File: config.mk
export PLATFORM = sky130hd
export DESIGN_NAME = video_capture_ctrl_flat
export DESIGN_NICKNAME = d
export VERILOG_FILES = /design/src/rtl/video_capture_ctrl_if.sv /design/src/rtl/video_capture_ctrl.sv /design/src/flat_wrapper.sv
export SDC_FILE = /design/constraint.sdc
export NUM_CORES = 1
export LEC_CHECK = 0
export ABC_AREA = 1
export CAP_MARGIN = 20
export CELL_PAD_IN_SITES_DETAIL_PLACEMENT = 2
export CELL_PAD_IN_SITES_GLOBAL_PLACEMENT = 2
export CORE_UTILIZATION = 27
export DETAILED_ROUTE_END_ITERATION = 10
export PLACE_DENSITY_LB_ADDON = 0.1
export SYNTH_ARGS = -nofsm -noshare
export SYNTH_HDL_FRONTEND = slang
export SYNTH_SLANG_ARGS = --single-unit
File: constraint.sdc
create_clock -name iCLK -period 3.25 [get_ports iCLK]
set_clock_uncertainty 0.15 [all_clocks]
set_input_delay 0.4875 -clock iCLK [delete_from_list [all_inputs] [get_ports iCLK]]
set_output_delay 0.4875 -clock iCLK [all_outputs]
set_load 0.02 [all_outputs]
File: src/rtl/video_capture_ctrl_if.sv
// Pixel stream bundle around the capture sequencer: decoder-side syncs and
// RGB pixels in, tagged/gated pixels out.
interface video_capture_ctrl_if;
    logic       iVS;
    logic       iHS;
    logic [9:0] iR;
    logic [9:0] iG;
    logic [9:0] iB;
    logic       iDVAL;
    logic [9:0] oR;
    logic [9:0] oG;
    logic [9:0] oB;
    logic       oDVAL;
    logic [9:0] oX;
    logic [8:0] oY;
    logic       oSOF;
    logic       oEOL;
    logic       oEOF;

    // Source of decoder pixels and sink of captured pixels.
    modport master (
        output iVS, iHS, iR, iG, iB, iDVAL,
        input  oR, oG, oB, oDVAL, oX, oY, oSOF, oEOL, oEOF
    );

    // Capture sequencer side.
    modport slave (
        input  iVS, iHS, iR, iG, iB, iDVAL,
        output oR, oG, oB, oDVAL, oX, oY, oSOF, oEOL, oEOF
    );
endinterface

File: src/rtl/video_capture_ctrl.sv
// Frame-capture sequencer: gates the free-running RGB stream into whole,
// aligned fields on request, tags pixels with x/y and SOF/EOL/EOF markers,
// skips fields when the consumer is not ready and flags truncated lines/fields.
module video_capture_ctrl #(
    parameter int H_ACTIVE = 640,
    parameter int V_ACTIVE = 240,
    parameter int CNT_W    = 8
) (
    input  logic                 iCLK,
    input  logic                 iRESET,
    input  logic                 iStart,
    input  logic                 iStop,
    input  logic                 iContinuous,
    input  logic                 iReady,
    video_capture_ctrl_if.slave  vid,
    output logic                 oBusy,
    output logic                 oDone,
    output logic                 oErrShortLine,
    output logic                 oErrShortFrame,
    output logic [CNT_W-1:0]     oDropCnt
);
    typedef enum logic [1:0] {IDLE, WAIT_VS, ACTIVE, FLUSH} state_t;

    localparam logic [9:0] X_LAST = 10'(H_ACTIVE - 1);
    localparam logic [8:0] Y_LAST = 9'(V_ACTIVE - 1);
    localparam logic [8:0] Y_END  = 9'(V_ACTIVE);

    // Dropped-field counter holds at all-ones instead of wrapping.
    function automatic logic [CNT_W-1:0] sat_inc(input logic [CNT_W-1:0] v);
        return (v == '1) ? v : v + CNT_W'(1);
    endfunction

    state_t           state_q;
    logic             vs_q, hs_q;
    logic             cont_q, stop_q;
    logic [9:0]       x_q;
    logic [8:0]       y_q;
    logic [9:0]       r_q, g_q, b_q;
    logic             dval_q;
    logic [9:0]       ox_q;
    logic [8:0]       oy_q;
    logic             sof_q, eol_q, eof_q, done_q;
    logic             err_line_q, err_frame_q;
    logic [CNT_W-1:0] drop_q;

    logic       vs_fall, hs_fall, stop_now;
    logic       short_line, eol_pix, eof_pix;
    logic [9:0] x_cur;
    logic [8:0] y_cur;

    assign vs_fall  = vs_q & ~vid.iVS;
    assign hs_fall  = hs_q & ~vid.iHS;
    assign stop_now = stop_q | iStop;

    // Coordinates seen by this cycle's pixel once a line sync has been applied.
    always_comb begin
        short_line = hs_fall && (x_q != '0);
        x_cur      = short_line ? '0 : x_q;
        y_cur      = short_line ? y_q + 9'd1 : y_q;
        eol_pix    = (x_cur == X_LAST);
        eof_pix    = eol_pix && (y_cur == Y_LAST);
    end

    // Registered copies of the active-low syncs for falling-edge detection.
    always_ff @(posedge iCLK) begin
        if (iRESET) begin
            vs_q <= 1'b0;
            hs_q <= 1'b0;
        end else begin
            vs_q <= vid.iVS;
            hs_q <= vid.iHS;
        end
    end

    // Capture FSM with all outputs registered alongside the pixel.
    always_ff @(posedge iCLK) begin
        if (iRESET) begin
            state_q     <= IDLE;
            cont_q      <= 1'b0;
            stop_q      <= 1'b0;
            x_q         <= '0;
            y_q         <= '0;
            r_q         <= '0;
            g_q         <= '0;
            b_q         <= '0;
            dval_q      <= 1'b0;
            ox_q        <= '0;
            oy_q        <= '0;
            sof_q       <= 1'b0;
            eol_q       <= 1'b0;
            eof_q       <= 1'b0;
            done_q      <= 1'b0;
            err_line_q  <= 1'b0;
            err_frame_q <= 1'b0;
            drop_q      <= '0;
        end else begin
            dval_q <= 1'b0;
            sof_q  <= 1'b0;
            eol_q  <= 1'b0;
            eof_q  <= 1'b0;
            done_q <= 1'b0;
            case (state_q)
                IDLE: begin
                    if (iStart) begin
                        state_q     <= WAIT_VS;
                        cont_q      <= iContinuous;
                        stop_q      <= 1'b0;
                        err_line_q  <= 1'b0;
                        err_frame_q <= 1'b0;
                        drop_q      <= '0;
                    end
                end
                WAIT_VS: begin
                    if (iStop) begin
                        state_q <= IDLE;
                    end else if (vs_fall) begin
                        if (iReady) begin
                            state_q <= ACTIVE;
                            x_q     <= '0;
                            y_q     <= '0;
                        end else begin
                            drop_q <= sat_inc(drop_q);
                        end
                    end
                end
                ACTIVE: begin
                    if (iStop) stop_q <= 1'b1;
                    if (vs_fall) begin
                        // New field arrived before this one finished: abort it.
                        err_frame_q <= 1'b1;
                        done_q      <= 1'b1;
                        if (cont_q && !stop_now) begin
                            if (iReady) begin
                                x_q <= '0;
                                y_q <= '0;
                            end else begin
                                state_q <= WAIT_VS;
                                drop_q  <= sat_inc(drop_q);
                            end
                        end else begin
                            state_q <= IDLE;
                        end
                    end else begin
                        if (short_line) err_line_q <= 1'b1;
                        if (y_cur == Y_END) begin
                            // Line syncs alone have used up the field.
                            done_q  <= 1'b1;
                            state_q <= (cont_q && !stop_now) ? WAIT_VS : IDLE;
                        end else if (vid.iDVAL) begin
                            r_q    <= vid.iR;
                            g_q    <= vid.iG;
                            b_q    <= vid.iB;
                            dval_q <= 1'b1;
                            ox_q   <= x_cur;
                            oy_q   <= y_cur;
                            sof_q  <= (x_cur == '0) && (y_cur == '0);
                            eol_q  <= eol_pix;
                            eof_q  <= eof_pix;
                            if (eol_pix) begin
                                x_q <= '0;
                                y_q <= y_cur + 9'd1;
                            end else begin
                                x_q <= x_cur + 10'd1;
                                y_q <= y_cur;
                            end
                            if (eof_pix) begin
                                if (stop_now) begin
                                    state_q <= FLUSH;
                                end else begin
                                    done_q  <= 1'b1;
                                    state_q <= cont_q ? WAIT_VS : IDLE;
                                end
                            end
                        end else begin
                            x_q <= x_cur;
                            y_q <= y_cur;
                        end
                    end
                end
                FLUSH: begin
                    done_q  <= 1'b1;
                    state_q <= IDLE;
                end
                default: state_q <= IDLE;
            endcase
        end
    end

    assign vid.oR         = r_q;
    assign vid.oG         = g_q;
    assign vid.oB         = b_q;
    assign vid.oDVAL      = dval_q;
    assign vid.oX         = ox_q;
    assign vid.oY         = oy_q;
    assign vid.oSOF       = sof_q;
    assign vid.oEOL       = eol_q;
    assign vid.oEOF       = eof_q;
    assign oBusy          = (state_q != IDLE);
    assign oDone          = done_q;
    assign oErrShortLine  = err_line_q;
    assign oErrShortFrame = err_frame_q;
    assign oDropCnt       = drop_q;
endmodule

File: src/flat_wrapper.sv
// flat-port wrapper written by rule: the top's interface ports become plain ports
module video_capture_ctrl_flat 
#(
    parameter int H_ACTIVE = 640,
    parameter int V_ACTIVE = 240,
    parameter int CNT_W    = 8
)
  (iCLK, iRESET, iStart, iStop, iContinuous, iReady, oBusy, oDone, oErrShortLine, oErrShortFrame, oDropCnt, vid_iVS, vid_iHS, vid_iR, vid_iG, vid_iB, vid_iDVAL, vid_oR, vid_oG, vid_oB, vid_oDVAL, vid_oX, vid_oY, vid_oSOF, vid_oEOL, vid_oEOF);
  video_capture_ctrl_if vid_i ();
  input  logic iCLK;
  input  logic iRESET;
  input  logic iStart;
  input  logic iStop;
  input  logic iContinuous;
  input  logic iReady;
  output logic oBusy;
  output logic oDone;
  output logic oErrShortLine;
  output logic oErrShortFrame;
  output logic [CNT_W-1:0] oDropCnt;
  input wire logic [$bits(vid_i.iVS)-1:0] vid_iVS;
  input wire logic [$bits(vid_i.iHS)-1:0] vid_iHS;
  input wire logic [$bits(vid_i.iR)-1:0] vid_iR;
  input wire logic [$bits(vid_i.iG)-1:0] vid_iG;
  input wire logic [$bits(vid_i.iB)-1:0] vid_iB;
  input wire logic [$bits(vid_i.iDVAL)-1:0] vid_iDVAL;
  output wire logic [$bits(vid_i.oR)-1:0] vid_oR;
  output wire logic [$bits(vid_i.oG)-1:0] vid_oG;
  output wire logic [$bits(vid_i.oB)-1:0] vid_oB;
  output wire logic [$bits(vid_i.oDVAL)-1:0] vid_oDVAL;
  output wire logic [$bits(vid_i.oX)-1:0] vid_oX;
  output wire logic [$bits(vid_i.oY)-1:0] vid_oY;
  output wire logic [$bits(vid_i.oSOF)-1:0] vid_oSOF;
  output wire logic [$bits(vid_i.oEOL)-1:0] vid_oEOL;
  output wire logic [$bits(vid_i.oEOF)-1:0] vid_oEOF;
  assign vid_i.iVS = vid_iVS;
  assign vid_i.iHS = vid_iHS;
  assign vid_i.iR = vid_iR;
  assign vid_i.iG = vid_iG;
  assign vid_i.iB = vid_iB;
  assign vid_i.iDVAL = vid_iDVAL;
  assign vid_oR = vid_i.oR;
  assign vid_oG = vid_i.oG;
  assign vid_oB = vid_i.oB;
  assign vid_oDVAL = vid_i.oDVAL;
  assign vid_oX = vid_i.oX;
  assign vid_oY = vid_i.oY;
  assign vid_oSOF = vid_i.oSOF;
  assign vid_oEOL = vid_i.oEOL;
  assign vid_oEOF = vid_i.oEOF;
  video_capture_ctrl #(.H_ACTIVE(H_ACTIVE), .V_ACTIVE(V_ACTIVE), .CNT_W(CNT_W)) u_core (.iCLK(iCLK), .iRESET(iRESET), .iStart(iStart), .iStop(iStop), .iContinuous(iContinuous), .iReady(iReady), .vid(vid_i), .oBusy(oBusy), .oDone(oDone), .oErrShortLine(oErrShortLine), .oErrShortFrame(oErrShortFrame), .oDropCnt(oDropCnt));
endmodule
Fig. 1: run 1, placement view
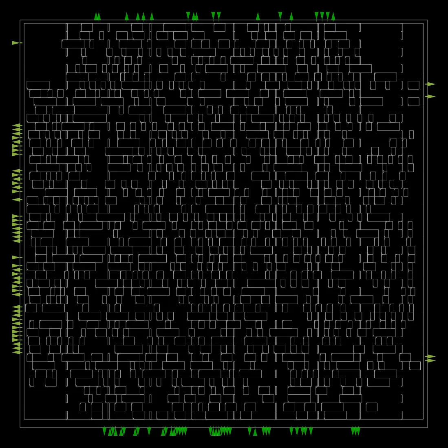
final sequential cell count: 89
standard-cell row count: 48
Fillers: 2059
core region area: 17200 um2

Fig. 2: run 1, pin placement
Drawn at 4 px/um. Pins as bars across the die edge, other pins in grey.
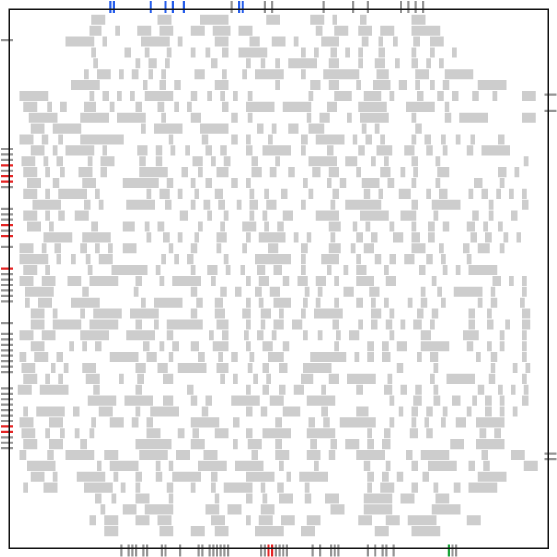
Key: vid_iG = red [pins 10, direction input, edge 8 left, 2 bottom]; vid_oEOF = green [pins 1, direction output, edge bottom]; oDropCnt = blue [pins 8, direction output, edge top]
All pins by edge: 44 left, 38 bottom, 18 top, 4 right.
Chip Height: 134 um
width of the die: 134 um
IO Port Bufs: 103

Fig. 3: run 1, I/O nets highlighted
Drawn at 2 px/um.
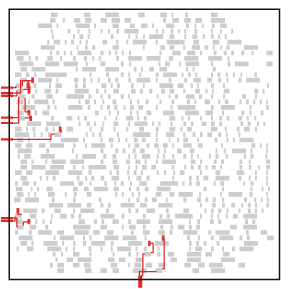
Key: vid_iG = red [bits 10, direction input, edge 8 left, 2 bottom, end cells 10, buffers 10, wire 170 um]
Ports: 104

==> tab_implementation.tex, run 1 <==
% Generated from flow reports
\begin{tabular}{lr}
\hline
Metric & Value \\
\hline
\multicolumn{2}{l}{\textbf{Setup path}} \\
\quad Worst flop-to-flop path endpoint & u\_core.state\_q[1] \\
\quad Beginning of the critical path & vid\_iHS \\
\quad Cells along the critical path & clkdlybuf4s50\_1 -> inv\_1 -> nand2\_1 -> o21bai\_4 -> xor2\_1 -> inv\_1 -> ha\_1 -> a21boi\_0 -> nand3\_2 -> nor2\_4 -> nor3\_4 -> buf\_4 -> o21ai\_0 -> nor2\_1 \\
\quad Type of the worst setup path & in -> reg \\
\quad End point of the critical path & u\_core.vid.oG[9] \\
\quad Kind of launch point of the worst setup path & input pin \\
\quad Register-to-register setup slack & between 300 and 400 ps \\
\quad Number of buffers and inverters on the critical path & 4 \\
\quad Critical Path Slowest Stage Cell & clkdlybuf4s50\_1 \\
\quad Largest incremental delay on the critical path & approximately 460 ps \\
\quad Critical path endpoint category & flop \\
\quad Maximum fanout along the worst path & 26 \\
\multicolumn{2}{l}{\textbf{Synth}} \\
\quad Adder share & under 10\% \\
\quad Cell total in the yosys stat output & 697 \\
\quad Number of register bits inferred by synthesis & between 80 and 90 \\
\quad Area reported by Yosys stat & between 4000 and 5000 um2 \\
\quad Area fraction in mux cells & 0\% \\
\quad Area share of the leading cell type in the synthesized netlist & between 30\% and 40\% \\
\quad Synthesized cell area & around 4700 um2 \\
\quad Synth area leader & dfxtp\_1 \\
\quad Syn Area/Cell & 6.79 um2 \\
\quad Area share of and-or/or-and cells after synthesis & between 10\% and 20\% \\
\quad Post-synthesis share of cell area spent on and, or, nand and nor gates & approximately a third \\
\quad Floorplan Nets & 746 \\
\quad Synthesis Warnings & 0 \\
\quad Dominant comb cell & simple AND/OR/NAND/NOR gates \\
\quad Proportion of synthesized chip area in sequential cells & a little under two fifths \\
\multicolumn{2}{l}{\textbf{Global routing}} \\
\quad Met3 routing resource usage after global routing & under 10\% \\
\quad Most used routing layer in global routing & met2 \\
\quad Sum of overflow across all layers after global routing & 0 \\
\quad Total global-route track usage & around 21\% \\
\quad Largest net degree at the start of global routing & 30 \\
\quad Initial antenna violation count & 0 \\
\quad Via count of the first global-routing pass & slightly below 6k \\
\quad Met2 usage & 40.3\% \\
\multicolumn{2}{l}{\textbf{Power and ir drop}} \\
\quad Switch share & about a third \\
\quad Part of the power in combinational logic & between 20\% and 30\% \\
\quad Internal cell power & between 2 and 2.5 mW \\
\quad Fraction of power consumed by the clock network & a little over a third \\
\quad Power per Cell Area & roughly 470 nW/um2 \\
\quad Max VDD drop & approximately 0.25 mV \\
\quad Leakage & 2.73 nW \\
\multicolumn{2}{l}{\textbf{Finish}} \\
\quad Leading cell type in the layout, fill and taps excluded & nor2\_1 \\
\quad Share of layout cells above drive strength 1 & 11.1\% \\
\quad Fraction of area in registers & between 20 and 30\% \\
\quad Logic area & between 2000 and 2500 um2 \\
\quad Multi-input gate share of the layout cell area & 38.0\% \\
\quad Clock network share of area & between 4 and 5\% \\
\quad NumNets Final & 876 \\
\quad Synthesis-to-layout area growth & 38.5\% \\
\quad MI comb cells & just over 500 \\
\quad Number of inverters outside the clock class in the layout & roughly 71 \\
\quad Non-clock buffer count & around 150 \\
\quad Non-clock buffer share of cell area & a little over a fifth \\
\quad Most instantiated logic cells after routing & 135 x nor2\_1, 108 x nand2\_1, 103 x clkdlybuf4s50\_1 \\
\quad Clock buffer count in the final layout & 9 \\
\quad Area of all placed cells without fillers & about 6600 um2 \\
\multicolumn{2}{l}{\textbf{Flow run}} \\
\quad Count of tool warnings & 31 \\
\quad Number of maximum-capacitance violations & 0 \\
\multicolumn{2}{l}{\textbf{STA}} \\
\quad Aggregate negative setup slack & 0 ps \\
\quad Share of the cycle needed by the critical path after routing & 91.0\% \\
\quad Peak Freq & 338 MHz \\
\quad Time the final worst path needs with I/O delays and setup & a little under 3000 ps \\
\quad Setup repair after global routing missed its margin & false \\
\quad Headroom to the max-slew limit & between 60\% and 70\% \\
\multicolumn{2}{l}{\textbf{Placement}} \\
\quad Final weighted congestion in routability-driven placement & around 0.86 \\
\quad Final HPWL DP & 14400 um \\
\multicolumn{2}{l}{\textbf{Floorplan}} \\
\quad FP Util & about 28\% \\
\multicolumn{2}{l}{\textbf{Drt}} \\
\quad Vias after detailed routing & about 5.2k \\
\quad Number of nets still failing antenna checks after routing & 0 \\
\quad Routed WL per cell & about 18 um \\
\quad Iter 0 DRT Violations & $\sim$130 \\
\quad Detailed-route DRC error count & 0 \\
\quad Wire length reported by the detailed router & 18500 um \\
\multicolumn{2}{l}{\textbf{Clock tree}} \\
\quad H-tree level count & 3 \\
\quad Clock root buffer master & clkbuf\_16 \\
\quad Sink Count & 89 \\
\quad Buffers from clock root to sink, at most & 2 \\
\quad Number of clock buffers inserted by TritonCTS & 9 \\
\quad TritonCTS clock tree & yes \\
\quad Number of hold buffers added after cts & 0 \\
\multicolumn{2}{l}{\textbf{Worst hold path}} \\
\quad Type of the most critical hold path & reg -> reg \\
\quad Hold path depth & 2 \\
\quad Hold worst-path end & u\_core.oErrShortLine \\
\multicolumn{2}{l}{\textbf{Status}} \\
\quad Status & complete, no violations \\
\hline
\end{tabular}
## run 1: per-stage QoR
stage	hold slack, ps	std cells	setup WS, ps
2_1_floorplan	289	697	589
3_3_place_gp	293	1041	23.3
3_5_place_dp	302	1041	-80.3
4_1_cts	313	1057	222
5_1_grt	344	1057	38.9
6_report	304	1057	291
## run 1: synthesized netlist by cell type
cell	n
nand4_1	8
xnor2_1	1
nand3_2	2
clkinv_1	1
nand3b_1	3
nand2_1	108
a21boi_2	1
nand3_1	50
o2111ai_1	1
inv_2	3
o21ai_2	1
dfxtp_1	89
a21boi_0	1
nor2_4	2
inv_1	66
nor2_1	135
nand2_2	10
buf_6	9
a311oi_1	1
xor2_1	7
a21oi_1	44
o32ai_1	1
nor2_8	1
o21ai_1	38
clkbuf_1	13
nand2_4	2
nor3_4	1
buf_4	2
a31oi_1	2
o21ai_0	48
nor4_1	3
o31ai_1	1
buf_2	5
nor3_1	18
o211ai_1	1
ha_1	10
nor2_2	5
clkbuf_2	1
o21bai_4	1
inv_4	1
## run 1: metal layers
layer	part of all wire [%]	wire length (um)
met2	53	9810
met1	41	7660
met4	2.5	459
met3	3.2	597
met5	0	0
## run 1: power groups by stage
stage	combinational [mW]	sequential [mW]	clock, mW
5_1_grt	0.821	1.22	1.18
2_1_floorplan	0.443	1.22	0
4_1_cts	0.753	1.21	1.14
6_report	0.743	1.21	1.10
3_5_place_dp	0.747	1.23	0
3_3_place_gp	0.724	1.23	0
## run 1: sequential cells by signal, summed over array words and instances, names as in the netlist, 2 cells and up
signal           cells
u_core.vid.oX       10
u_core.oDropCnt      8
u_core.state_q       2
u_core.vid.oR       10
u_core.vid.oB       10
u_core.x_q          10
u_core.vid.oY        9
u_core.y_q           9
u_core.vid.oG       10
Fig. 4: run 1, signal wires by layer
Drawn at 4 px/um. Two of the layers only.
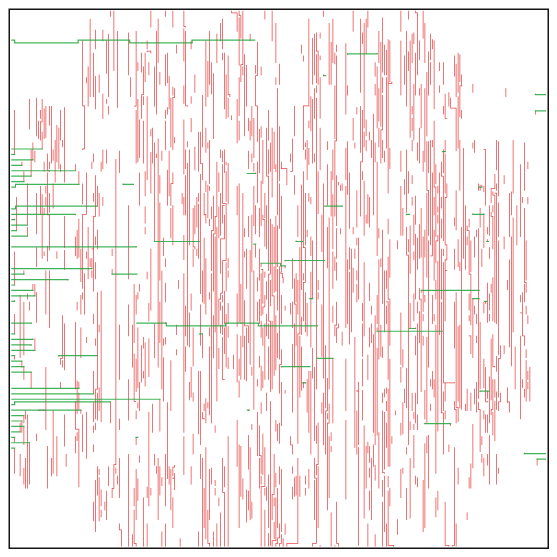

## Run 2: what changed since run 1
--- a/config.mk
+++ b/config.mk
@@ -9,7 +9,7 @@
 export CAP_MARGIN = 20
 export CELL_PAD_IN_SITES_DETAIL_PLACEMENT = 2
 export CELL_PAD_IN_SITES_GLOBAL_PLACEMENT = 2
-export CORE_UTILIZATION = 27
+export CORE_UTILIZATION = 25
 export DETAILED_ROUTE_END_ITERATION = 10
 export PLACE_DENSITY_LB_ADDON = 0.1
 export SYNTH_ARGS = -nofsm -noshare
==> constraint.sdc (replaced) <==
create_clock -name iCLK -period 2.65 [get_ports iCLK]
set_clock_uncertainty 0.15 [all_clocks]
set_input_delay 0.3975 -clock iCLK [delete_from_list [all_inputs] [get_ports iCLK]]
set_output_delay 0.3975 -clock iCLK [all_outputs]
set_load 0.02 [all_outputs]
Fig. 5: run 2, signal wires by layer
Drawn at 3 px/um. Two of the layers only.
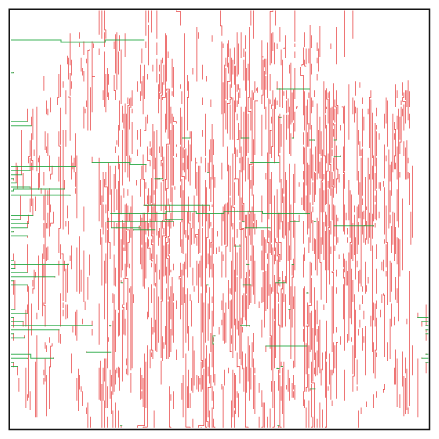
Key: met3 = green [wire length 557 um]; met2 = red [wire length 11800 um]
total global-route track usage: 21.6%
Routed WL per cell: 19.3 um
wire length reported by the detailed router: 21900 um
vias after detailed routing: 5597

Fig. 6: run 2, cell sizes after repair
Drawn at 3 px/um.
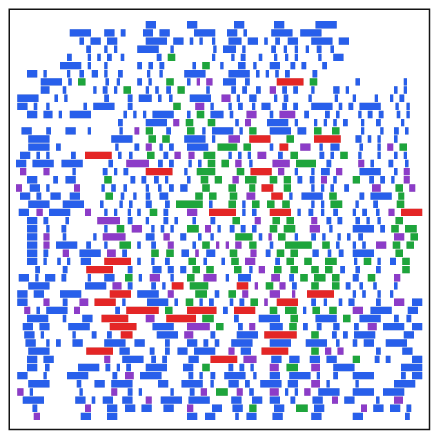
Key: drive 1 or less = blue [cells 637]; drive 2 = purple [cells 106]; drive 6 and up = red [cells 31]; drive 3 to 4 = green [cells 130]
synthesis-to-layout area growth: 62.4%
area of all placed cells without fillers: 7680 um2
setup slack after layout: -92.8 ps

Fig. 7: run 2, placement view
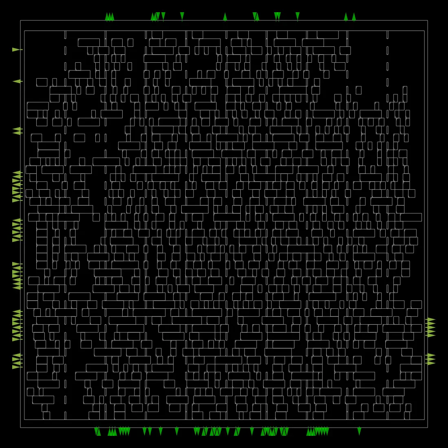
standard-cell row count: 49
fraction of area in registers: 23.3%
tapcell count: 229
post-route core utilization: 42.0%

==> run 2 against run 1 <==
  * The flow now finishes with violations (setup timing)
  * Synthesized area stayed put
  * Via count rose by 8.2%
  * Utilization increased by 3.9 points
  * Global-route usage rose by 0.21 points
  * Power grew 35%
  * Register-to-register slack got worse by 400 ps
  * Setup slack lost 380 ps
  * Sequential share of layout area decreased by 3.9 points
  * Clock-buffer cell count unchanged
==> tab_implementation.tex, run 2 <==
% Generated from flow reports
\begin{tabular}{lr}
\hline
Metric & Value \\
\hline
\multicolumn{2}{l}{\textbf{Floorplan}} \\
\quad Core region area & 18300 um2 (+6.4\%) \\
\quad FP Util & 25.9\% (-1.6 points) \\
\quad Chip Height & 140 um (+3.9\%) \\
\quad Ports & 104 (unchanged) \\
\quad Width of the die & 140 um (+3.9\%) \\
\multicolumn{2}{l}{\textbf{STA}} \\
\quad Final worst hold slack & 301 ps (-3.30 ps) \\
\quad Headroom to the max-slew limit & 47.4\% (-21 points) \\
\quad Setup violations, final & 7 \\
\quad Peak Freq & between 300 and 400 MHz \\
\quad Setup slack after layout & -92.8 ps (-384 ps) \\
\quad Setup repair after global routing missed its margin & true \\
\quad Aggregate negative setup slack & -166 ps (-166 ps) \\
\multicolumn{2}{l}{\textbf{Flow run}} \\
\quad Count of tool warnings & 33 (+6.5\%) \\
\multicolumn{2}{l}{\textbf{Drt}} \\
\quad Detailed-route DRC error count & 0 (unchanged) \\
\quad Number of nets still failing antenna checks after routing & 0 (unchanged) \\
\multicolumn{2}{l}{\textbf{Global routing}} \\
\quad Initial antenna violation count & 0 (unchanged) \\
\quad Largest net degree at the start of global routing & 68 (+130\%) \\
\quad Sum of overflow across all layers after global routing & 0 (unchanged) \\
\quad Via count of the first global-routing pass & 6295 (+9.3\%) \\
\multicolumn{2}{l}{\textbf{Power and ir drop}} \\
\quad Max VDD drop & 0.324 mV (+30\%) \\
\quad Group drawing the most power & registers \\
\quad Power per Cell Area & 536 nW/um2 (+15\%) \\
\quad Total clock network power & 1.41 mW (+28\%) \\
\quad Internal cell power & 2.75 mW (+36\%) \\
\quad Logic power comb & 1.24 mW (+67\%) \\
\quad Switch share & 33.2\% (-0.25 points) \\
\quad Part of the power in combinational logic & 30.1\% (+5.7 points) \\
\quad Seq group & 1.47 mW (+21\%) \\
\quad Leakage & 3.15 nW (+15\%) \\
\quad Fraction of power consumed by the clock network & 34.2\% (-1.8 points) \\
\multicolumn{2}{l}{\textbf{Status}} \\
\quad Violated checks & setup timing \\
\quad Status & finished with violations \\
\multicolumn{2}{l}{\textbf{Clock tree}} \\
\quad H-tree level count & 3 (unchanged) \\
\quad Buffers from clock root to sink, at most & 2 (unchanged) \\
\quad Number of hold buffers added after cts & 0 (unchanged) \\
\quad Number of clock buffers inserted by TritonCTS & 9 (unchanged) \\
\quad Clock root buffer master & clkbuf\_16 \\
\quad Sink Count & 89 (unchanged) \\
\multicolumn{2}{l}{\textbf{Setup path}} \\
\quad Maximum fanout along the worst path & 6 (-77\%) \\
\quad Type of the worst setup path & reg -> reg \\
\quad Cells along the critical path & nor2\_4 -> nand3\_4 -> o21bai\_4 -> nand2\_2 -> inv\_2 -> ha\_4 -> inv\_2 -> nor4\_2 -> inv\_1 -> nor2\_2 -> nand2\_2 -> o31ai\_2 -> nand3\_1 -> nand2\_1 -> nor2\_1 -> nor2\_1 \\
\quad Kind of launch point of the worst setup path & flop \\
\quad Critical path endpoint category & flop \\
\quad Critical Path Slowest Stage Cell & dfxtp\_2 \\
\quad Largest incremental delay on the critical path & 340 ps (-120 ps) \\
\quad Data required time at the worst endpoint & 2800 ps \\
\quad Number of buffers and inverters on the critical path & 3 (-1) \\
\multicolumn{2}{l}{\textbf{Synth}} \\
\quad Synth area leader & dfxtp\_1 \\
\quad Most numerous cell types in the synthesized netlist & 135 x nor2\_1, 108 x nand2\_1, 89 x dfxtp\_1 \\
\quad Number of register bits inferred by synthesis & 89 (unchanged) \\
\quad Syn Area/Cell & 6.79 um2 (unchanged) \\
\quad Synthesized cell area & 4730 um2 (unchanged) \\
\quad Most used DFF post-synth & dfxtp\_1 \\
\quad Synthesis Warnings & 0 (unchanged) \\
\quad Cell total in the yosys stat output & 697 (unchanged) \\
\quad Floorplan Nets & 746 (unchanged) \\
\quad Cell with the most instances after synthesis & nor2\_1 \\
\quad Async set or reset register ratio after synthesis & 0\% (unchanged) \\
\quad Area reported by Yosys stat & 4730 um2 (unchanged) \\
\quad Area share of the leading cell type in the synthesized netlist & 37.7\% (unchanged) \\
\quad Proportion of synthesized chip area in sequential cells & 37.7\% (unchanged) \\
\multicolumn{2}{l}{\textbf{Finish}} \\
\quad NumNets Final & 950 (+8.4\%) \\
\quad Fillers & 2090 (+1.5\%) \\
\quad Share of layout cells above drive strength 1 & 29.5\% (+18 points) \\
\quad Most instantiated logic cells after routing & 103 x clkdlybuf4s50\_1, 103 x buf\_4, 97 x nand2\_1 \\
\quad Final standard cell count with taps included and fillers excluded & 1133 (+7.2\%) \\
\multicolumn{2}{l}{\textbf{Placement}} \\
\quad Pre-CTS worst setup slack & -597 ps (-516 ps) \\
\quad IO Port Bufs & 103 (unchanged) \\
\quad Final HPWL DP & 14900 um (+3.5\%) \\
\quad Final weighted congestion in routability-driven placement & 0.838 (-2.3\%) \\
\multicolumn{2}{l}{\textbf{Worst hold path}} \\
\quad Type of the most critical hold path & reg -> reg \\
\hline
\end{tabular}
run 2: cell counts after synthesis:
Identical to the previous run, type by type.
run 2: cell families after synthesis:
kind of cell | Yosys count | synth area share (%)
adder cells (fa/ha/maj) | 10 | 2.64
flip-flops | 89 | 37.7
buffers and inverters | 101 | 9.81
AND-OR/OR-AND | 141 | 15.9
AND/OR/NAND/NOR | 348 | 32.5
XOR/XNOR | 8 | 1.48
run 2: layer usage:
layer / vias to the layer above / routed length, um / track usage (%)
met5: - / 0 / 0
met4: 0 / 644 / 8.73
met3: 40 / 556 / 4.03
met2: 95 / 11800 / 41.3
met1: 2787 / 8910 / 23.3
li1: 2675 / - / -
run 2: layout make-up:
cell class	instances	area, um2	area share [%]
sequential	89	1790	23.3
tap	229	287	3.73
clock inverter	5	81.3	1.06
multi-input combinational	507	2870	37.4
clock buffer	9	225	2.93
inverter	71	287	3.73
timing repair buffer	223	2140	27.9
run 2: timing repair:
| action | in CTS | in global routing |
|---|---|---|
| resized | 41 | 120 |
| gates cloned | 1 | 5 |
| setup buffers | 15 | 5 |
| endpoints found under the setup margin | 75 | 75 |
| pin swaps | 16 | 28 |
run 2: tightest hold or removal path, delay by kind of cell (launching register included):
| kind | cells | cell delay, ps |
|---|---|---|
| AOI/OAI and AO/OA | 1 | 50 |
| DFF | 1 | 310 |
| buffers and inverters | 1 | 50 |
run 2: path summary, 6_finish.rpt:
check                        from              endpoint  slack [ps]  cells past startpoint
min          u_core.oErrShortLine  u_core.oErrShortLine         300                      2
max                 u_core.x_q[2]         u_core.y_q[2]         -90                     16
min reg2reg  u_core.oErrShortLine  u_core.oErrShortLine         300                      2
max reg2reg         u_core.x_q[2]         u_core.y_q[2]         -90                     16
## Run 3: what changed since run 2
--- a/config.mk
+++ b/config.mk
@@ -12,6 +12,7 @@
 export CORE_UTILIZATION = 25
 export DETAILED_ROUTE_END_ITERATION = 10
 export PLACE_DENSITY_LB_ADDON = 0.1
+export SETUP_SLACK_MARGIN = 0.5
 export SYNTH_ARGS = -nofsm -noshare
 export SYNTH_HDL_FRONTEND = slang
 export SYNTH_SLANG_ARGS = --single-unit
==> run 3 against run 2 <==
  * The flow still finishes with violations (setup timing)
  * Utilization increased by 1.6 points
  * Non-clock buffer count increased by 5
  * Highest routed layer unchanged
  * Combinational power increased by 7%
  * Critical path depth unchanged
  * Largest cell class unchanged
  * Register-to-register slack got worse by 90 ps
  * Worst hold slack improved by 3.3 ps
  * Power decreased by 0.51%
  * Fmax decreased by 3.1%
==> tab_implementation.tex, run 3 <==
% Generated from flow reports
\begin{tabular}{lr}
\hline
Metric & Value \\
\hline
\multicolumn{2}{l}{\textbf{Status}} \\
\quad Status & finished with violations \\
\quad Violated checks & setup timing \\
\multicolumn{2}{l}{\textbf{Clock tree}} \\
\quad Number of clock buffers inserted by TritonCTS & 9 (unchanged) \\
\quad Buffers from clock root to sink, at most & 2 (unchanged) \\
\quad Sink Count & 89 (unchanged) \\
\quad H-tree level count & 3 (unchanged) \\
\quad Number of hold buffers added after cts & 0 (unchanged) \\
\multicolumn{2}{l}{\textbf{Synth}} \\
\quad Synthesis Warnings & 0 (unchanged) \\
\quad Cell total in the yosys stat output & 697 (unchanged) \\
\quad Biggest area contributors in the synthesized netlist & dfxtp\_1 38\%, nor2\_1 11\%, nand2\_1 8.6\% \\
\quad Synth area leader & dfxtp\_1 \\
\quad Proportion of synthesized chip area in sequential cells & 37.7\% (unchanged) \\
\quad Area share of the leading cell type in the synthesized netlist & 37.7\% (unchanged) \\
\quad Async set or reset register ratio after synthesis & 0\% (unchanged) \\
\quad Floorplan Nets & 746 (unchanged) \\
\quad Synthesized cell area & 4730 um2 (unchanged) \\
\quad Area reported by Yosys stat & 4730 um2 (unchanged) \\
\quad Number of register bits inferred by synthesis & 89 (unchanged) \\
\quad Most numerous cell types in the synthesized netlist & 135 x nor2\_1, 108 x nand2\_1, 89 x dfxtp\_1 \\
\quad Cell with the most instances after synthesis & nor2\_1 \\
\quad Syn Area/Cell & 6.79 um2 (unchanged) \\
\quad Most used DFF post-synth & dfxtp\_1 \\
\multicolumn{2}{l}{\textbf{Finish}} \\
\quad Most instantiated logic cells after routing & 101 x clkdlybuf4s50\_1, 100 x nor2\_1, 97 x buf\_4 \\
\quad Logic area & 3040 um2 (+5.8\%) \\
\quad MI comb cells & 507 (unchanged) \\
\quad Non-clock buffer share of cell area & 28.3\% (+0.40 points) \\
\quad Final sequential cell count & 89 (unchanged) \\
\quad Clock buffer count in the final layout & 10 (+1) \\
\quad Clock network share of area & 3.58\% (-0.41 points) \\
\quad Fraction of area in registers & 22.6\% (-0.70 points) \\
\quad Multi-input gate share of the layout cell area & 38.1\% (+0.77 points) \\
\quad Number of inverters outside the clock class in the layout & 72 (+1.4\%) \\
\quad Post-route core utilization & 43.6\% (+1.6 points) \\
\quad NumNets Final & 956 (+0.63\%) \\
\quad Final standard cell count with taps included and fillers excluded & 1141 (+0.71\%) \\
\quad Share of layout cells above drive strength 1 & 32.2\% (+2.7 points) \\
\quad Area-dominant cell class after layout & logic gates \\
\quad Fillers & 2056 (-1.6\%) \\
\quad Sequential standard cell area & 1800 um2 (+0.56\%) \\
\multicolumn{2}{l}{\textbf{Setup path}} \\
\quad Number of buffers and inverters on the critical path & 5 (+2) \\
\quad Data required time at the worst endpoint & 2760 ps (-40 ps) \\
\quad Maximum fanout along the worst path & 16 (+10) \\
\quad Critical path endpoint category & flop \\
\quad Kind of launch point of the worst setup path & flop \\
\quad Critical Path Slowest Stage Cell & dfxtp\_2 \\
\quad Largest incremental delay on the critical path & 350 ps (about the same) \\
\multicolumn{2}{l}{\textbf{STA}} \\
\quad Setup repair after global routing missed its margin & true \\
\quad Peak Freq & 353 MHz (-3.1\%) \\
\quad Share of the cycle needed by the critical path after routing & 107\% \\
\quad Setup slack after layout & -179 ps (-86.5 ps) \\
\quad Aggregate negative setup slack & -6080 ps (-5910 ps) \\
\quad Setup violations, final & 55 (+48) \\
\quad Headroom to the max-slew limit & 46.6\% (-0.81 points) \\
\quad Final worst hold slack & 304 ps (+3.26 ps) \\
\multicolumn{2}{l}{\textbf{Floorplan}} \\
\quad Tapcell count & 229 (unchanged) \\
\quad Standard-cell row count & 49 (unchanged) \\
\quad Ports & 104 (unchanged) \\
\quad FP Util & 25.9\% (unchanged) \\
\quad Core region area & 18300 um2 (unchanged) \\
\multicolumn{2}{l}{\textbf{Global routing}} \\
\quad Met2 usage & 41.8\% (+0.56 points) \\
\quad Met3 routing resource usage after global routing & 2.68\% (-1.3 points) \\
\quad Via count of the first global-routing pass & 6307 (+0.19\%) \\
\quad Sum of overflow across all layers after global routing & 0 (unchanged) \\
\quad Largest net degree at the start of global routing & 67 (-1.5\%) \\
\quad Initial antenna violation count & 0 (unchanged) \\
\quad GR Layer Usage met1 & 24.7\% (+1.4 points) \\
\quad Most used routing layer in global routing & met2 \\
\multicolumn{2}{l}{\textbf{Drt}} \\
\quad Number of nets still failing antenna checks after routing & 0 (unchanged) \\
\quad Met1 layer wirelength in the final routing & 8930 um (+0.16\%) \\
\quad Detailed-route DRC error count & 0 (unchanged) \\
\quad Detailed route wirelength on metal3 & 573 um (+3.1\%) \\
\quad Highest signal layer in the routed design & met4 \\
\multicolumn{2}{l}{\textbf{Placement}} \\
\quad IO Port Bufs & 103 (unchanged) \\
\quad Pre-CTS worst setup slack & -517 ps (+79.7 ps) \\
\multicolumn{2}{l}{\textbf{Power and ir drop}} \\
\quad Max VDD drop & 0.319 mV (-1.6\%) \\
\quad Power per Cell Area & 514 nW/um2 (-4.1\%) \\
\quad Internal cell power & 2.64 mW (-4.1\%) \\
\quad Fraction of power consumed by the clock network & 31.6\% (-2.6 points) \\
\quad Part of the power in combinational logic & 32.5\% (+2.4 points) \\
\quad Leakage & 3.24 nW (+3.0\%) \\
\quad Switch share & 35.6\% (+2.4 points) \\
\multicolumn{2}{l}{\textbf{Worst hold path}} \\
\quad Type of the most critical hold path & reg -> reg \\
\quad Hold path depth & 2 (unchanged) \\
\multicolumn{2}{l}{\textbf{Flow run}} \\
\quad Count of tool warnings & 34 (+3.0\%) \\
\hline
\end{tabular}
[run 3: cell counts after synthesis]
No cell type changed its count.
[run 3: path summary, 6_finish.rpt]
path	start	to	slack [ps]
worst min-delay path	u_core.oErrShortLine	u_core.oErrShortLine	300
worst max-delay path	u_core.x_q[1]	u_core.vid.oR[7]	-180
worst min register to register	u_core.oErrShortLine	u_core.oErrShortLine	300
worst max register to register	u_core.x_q[1]	u_core.vid.oR[7]	-180
[run 3: cell families (layout without fill, tap and decap cells)]
logic type      Yosys count  count (layout)  synth area share, %
simple gates            348             348                 32.5
compound gates          141             141                 15.9
buf+inv                 101             316                 9.81
flops                    89              89                 37.7
fa+ha+maj                10              10                 2.64
xor+xnor                  8               8                 1.48
[run 3: what timing repair did]
| item | CTS | global route |
|---|---|---|
| endpoints found under the setup margin | 80 | 82 |
| cloned | 4 | 2 |
| gates resized | 105 | 48 |
| buffers inserted | 21 | 4 |
| pin swaps | 35 | 11 |
[run 3: power by group through the flow]
| stage | clock (mW) | sequential, mW | combinational [mW] |
|---|---|---|---|
| after global placement | 0 | 1.49 | 1.06 |
| after global routing | 1.38 | 1.48 | 1.43 |
| final | 1.29 | 1.47 | 1.33 |
| after floorplan | 0 | 1.50 | 0.571 |
| after CTS | 1.34 | 1.47 | 1.24 |
| after detailed placement | 0 | 1.50 | 1.11 |
[run 3: worst register-to-register path, stage by stage (launching register included)]
cell and delay [ps]:
dfxtp_2 350, nor2_4 160, nand3_4 110, o21bai_4 220, buf_12 150, xor2_4 160, inv_2 70, ha_4 160
a21boi_2 150, nand3_2 80, nor2_4 60, nor3_4 230, buf_12 210, inv_2 100, clkbuf_16 190, nor2_1 130
nor2_1 60
Fig. 8: run 3, pin placement
Drawn at 3 px/um. Pins as bars across the die edge, other pins in grey.
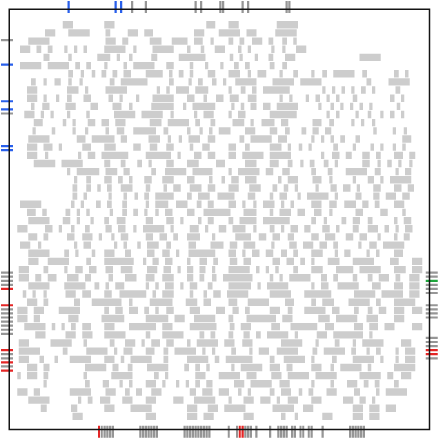
Key: vid_oEOF = green [pins 1, direction output, edge right]; vid_iG = red [pins 10, direction input, edge 5 left, 3 bottom, 2 right]; oDropCnt = blue [pins 8, direction output, edge 5 left, 3 top]
All pins by edge: 49 bottom, 26 left, 16 right, 13 top.
width of the die: 140 um
Chip Height: 140 um

Fig. 9: run 3, cell sizes after repair
Drawn at 3 px/um.
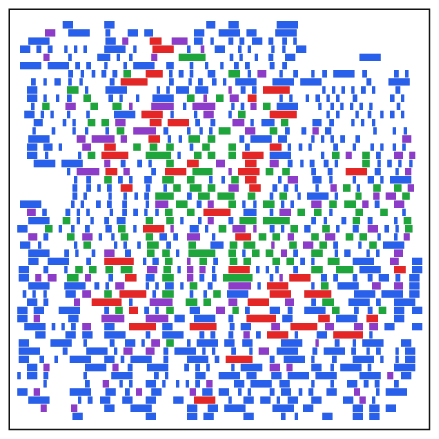
Key: drive 2 = purple [cells 113]; drive 1 or less = blue [cells 618]; drive 3 to 4 = green [cells 132]; drive 6 and up = red [cells 49]
setup slack after layout: -179 ps
non-clock buffer count: 228
synthesis-to-layout area growth: 68.4%
area of all placed cells without fillers: 7970 um2

Fig. 10: run 3, signal wires by layer
Drawn at 3 px/um. Two of the layers only.
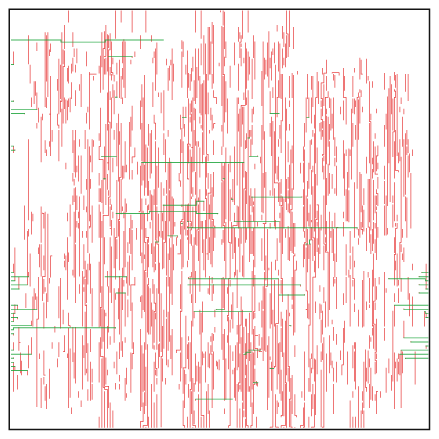
Key: met2 = red [wire length 11900 um]; met3 = green [wire length 573 um]
Routed WL per cell: 19.3 um
total global-route track usage: 22.1%
wire length reported by the detailed router: 22000 um
vias after detailed routing: 5629

Power and IR drop assume default switching activity.
